## src/rtl/seq_alarm_ctrl.sv

```systemverilog
// Alarm controller: stores an alarm time, detects the clock reaching it and runs a
// ring / snooze / dismiss FSM. Optional hourly chime is enabled by ALARM_HOURLY_CHIME_EN.
module seq_alarm_ctrl #(
  parameter int RING_MINS   = 10,
  parameter int SNOOZE_MINS = 5,
  parameter int MAX_SNOOZE  = 3
) (
  input  logic       clk,
  input  logic       reset,
  input  logic       tick,
  input  logic [3:0] hours,
  input  logic [5:0] mins,
  input  logic       pm,
  input  logic       alarm_on,
  input  logic       alarm_set_en,
  input  logic [3:0] alarm_set_hours,
  input  logic [5:0] alarm_set_mins,
  input  logic       alarm_set_pm,
  input  logic       snooze,
  input  logic       dismiss,
  output logic [3:0] alarm_hours,
  output logic [5:0] alarm_mins,
  output logic       alarm_pm,
  output logic       ringing,
  output logic       snoozing,
  output logic       chime
);

  typedef enum logic [1:0] {IDLE, RING, SNOOZE} state_t;

  localparam logic [5:0] RING_LAST    = 6'(RING_MINS - 1);
  localparam logic [5:0] SNOOZE_LAST  = 6'(SNOOZE_MINS - 1);
  localparam logic [2:0] SNOOZE_LIMIT = 3'(MAX_SNOOZE);

  state_t     state;
  logic [5:0] ring_cnt;
  logic [5:0] snooze_cnt;
  logic [2:0] snoozes_used;
  logic       match;
  logic       match_prev;
  logic       trigger;
  logic       set_valid;

  assign set_valid = (alarm_set_hours != 4'd0) && (alarm_set_hours <= 4'd12) &&
                     (alarm_set_mins <= 6'd59);
  assign match     = (hours == alarm_hours) && (mins == alarm_mins) && (pm == alarm_pm);
  // Edge-detect so a clock that sits on the alarm time fires only once.
  assign trigger   = match && !match_prev;

  // NOTE: sequential state is always assigned with <=, so every register samples
  // pre-edge values regardless of statement order.
  always_ff @(posedge clk) begin
    if (reset) begin
      alarm_hours <= 4'd12;
      alarm_mins  <= 6'd0;
      alarm_pm    <= 1'b0;
    end else if (alarm_set_en && set_valid) begin
      alarm_hours <= alarm_set_hours;
      alarm_mins  <= alarm_set_mins;
      alarm_pm    <= alarm_set_pm;
    end
  end

  // Reset value of 1 keeps a clock that powers up on 12:00 AM from ringing.
  always_ff @(posedge clk) begin
    if (reset) match_prev <= 1'b1;
    else       match_prev <= match;
  end

  always_ff @(posedge clk) begin
    if (reset) begin
      state        <= IDLE;
      ringing      <= 1'b0;
      snoozing     <= 1'b0;
      ring_cnt     <= 6'd0;
      snooze_cnt   <= 6'd0;
      snoozes_used <= 3'd0;
    end else if (!alarm_on || (dismiss && state != IDLE)) begin
      state        <= IDLE;
      ringing      <= 1'b0;
      snoozing     <= 1'b0;
      snoozes_used <= 3'd0;
    end else begin
      case (state)
        IDLE: begin
          if (trigger) begin
            state    <= RING;
            ringing  <= 1'b1;
            ring_cnt <= 6'd0;
          end
        end
        RING: begin
          if (snooze && snoozes_used < SNOOZE_LIMIT) begin
            state        <= SNOOZE;
            ringing      <= 1'b0;
            snoozing     <= 1'b1;
            snooze_cnt   <= 6'd0;
            snoozes_used <= snoozes_used + 3'd1;
          end else if (tick) begin
            if (ring_cnt == RING_LAST) begin
              state        <= IDLE;
              ringing      <= 1'b0;
              snoozes_used <= 3'd0;
            end else begin
              ring_cnt <= ring_cnt + 6'd1;
            end
          end
        end
        SNOOZE: begin
          if (tick) begin
            if (snooze_cnt == SNOOZE_LAST) begin
              state    <= RING;
              ringing  <= 1'b1;
              snoozing <= 1'b0;
              ring_cnt <= 6'd0;
            end else begin
              snooze_cnt <= snooze_cnt + 6'd1;
            end
          end
        end
        default: begin
          state    <= IDLE;
          ringing  <= 1'b0;
          snoozing <= 1'b0;
        end
      endcase
    end
  end

`ifdef ALARM_HOURLY_CHIME_EN
  logic [5:0] mins_prev;

  always_ff @(posedge clk) begin
    if (reset) begin
      mins_prev <= 6'd0;
      chime     <= 1'b0;
    end else begin
      mins_prev <= mins;
      chime     <= (mins == 6'd0) && (mins_prev == 6'd59) && alarm_on;
    end
  end
`else
  assign chime = 1'b0;
`endif

endmodule

```

## config.mk

```make
export PLATFORM = sky130hd
export DESIGN_NAME = seq_alarm_ctrl
export DESIGN_NICKNAME = d
export VERILOG_FILES = /design/src/rtl/seq_alarm_ctrl.sv
export SDC_FILE = /design/constraint.sdc
export NUM_CORES = 1
export LEC_CHECK = 0
export CORE_MARGIN = 8
export CORE_UTILIZATION = 50
export DETAILED_ROUTE_END_ITERATION = 10
export GPL_ROUTABILITY_DRIVEN = 0
export HOLD_SLACK_MARGIN = 0.15
export MAX_ROUTING_LAYER = met4
export PLACE_DENSITY = 0.81
export SLEW_MARGIN = 30
export SYNTH_ARGS = -nofsm -noshare
export SYNTH_HDL_FRONTEND = slang
export SYNTH_SLANG_ARGS = --single-unit
export TNS_END_PERCENT = 5
```

## constraint.sdc

```tcl
create_clock -name clk -period 5.3 [get_ports clk]
set_input_delay 1.06 -clock clk [delete_from_list [all_inputs] [get_ports clk]]
set_output_delay 1.06 -clock clk [all_outputs]
set_load 0.005 [all_outputs]
```

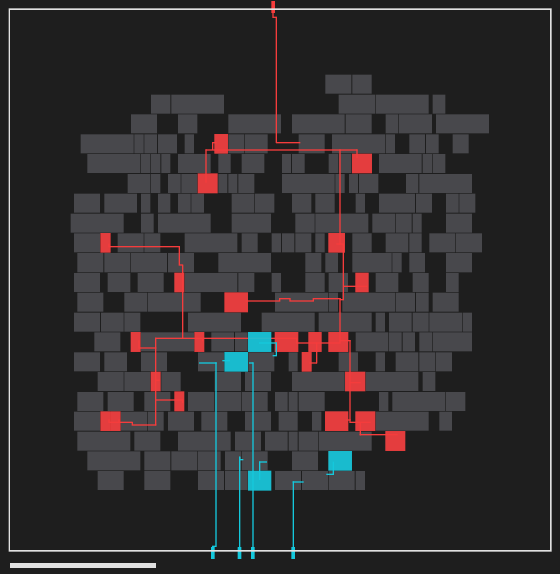
Figure 1: nets reached from selected ports.
Scale bar: 20 µm.
- hours: cyan (bits 4; direction input; edge bottom; end cells 4; buffers 4; wire 88.8 µm)
- reset: red (bits 1; direction input; edge top; end cells 22; buffers 1; wire 199 µm)
count of boundary I/O pins: 43
count of buffers inserted at the top-level ports: 41

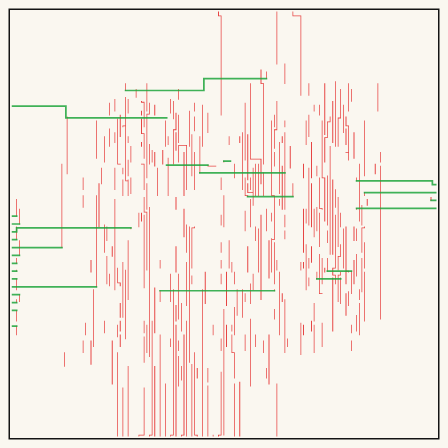
Figure 2: routed metal, one colour a layer.
Only two layers are drawn.
- met2: red (wire length 1740 µm)
- met3: green (wire length 208 µm)
global-route usage over all layers: 15.14%
routed via count: 1497
final routed wire length divided by cell count: 13.22 µm

==> results.toml <==
# implementation run metrics
[status]
run_status = "completed"

[layout]
most_common_cell_after_layout_fill_and_taps_aside = "clkdlybuf4s50_1"
final.fill_count = 286
inverters = 8
post-route-cell-area_um2 = 2192
clock_network_contribution_to_total_cell_area_pct = 3.139
areaGrowthSynthToFinish_pct = 29.78
nonClkBufAreaFrac_pct = 19.06
n_antenna_cell = 0
post-route-util_pct = 66.74
top_area_cell_class = "multi-input combinational cells"

[power_and_ir_drop]
cellPowerDensity_nw_per_um2 = 214.8
power.leakage_nw = 0.8410
pwr-share-clk_pct = 33.3
internal-power_mw = 0.3597
power.total_mw = 0.4710

[logic_synthesis]
synthesis.area_um2 = 1689
mux_share_pct = 5.926
synth_cells = 191
ys_seq_share_pct = 36.74
postSynth.topFlopCell = "dfxtp_1"
synth.distinct_cells = 45

[grt]
grtUsageMet2_pct = 23.14
grt.busiest_layer = "met2"

[worst_setup_path]
slowest_stage = "nor4_1"
crit_path_max_fanout = 4
end_kind = "flip-flop"
worst_path_dominant_cell_family = "simple AND/OR/NAND/NOR gates"
reg2reg_setup_slack_ps = 3420
worst-path-stages = 6
worstPathCellList = "clkdlybuf4s50_1 > xor2_1 > nor4_1 > nand4_1 > a21oi_1 > a211oi_1"
critical_path.startpoint_type = "primary input"

[clock_tree]
postCtsSetupRepairBufs = 0
clock_transition_time_at_the_flip_flop_clock_pins_of_the_worst_setup_and_hold_paths_ps = 90
cts_tree = "done"

[die]
tapcell.inserted = 46
die_area_um2 = 5494

[placed_design]
placed_cells = 273

[job]
openroad.warnings = 28
Power is estimated from default activity; no workload was simulated.
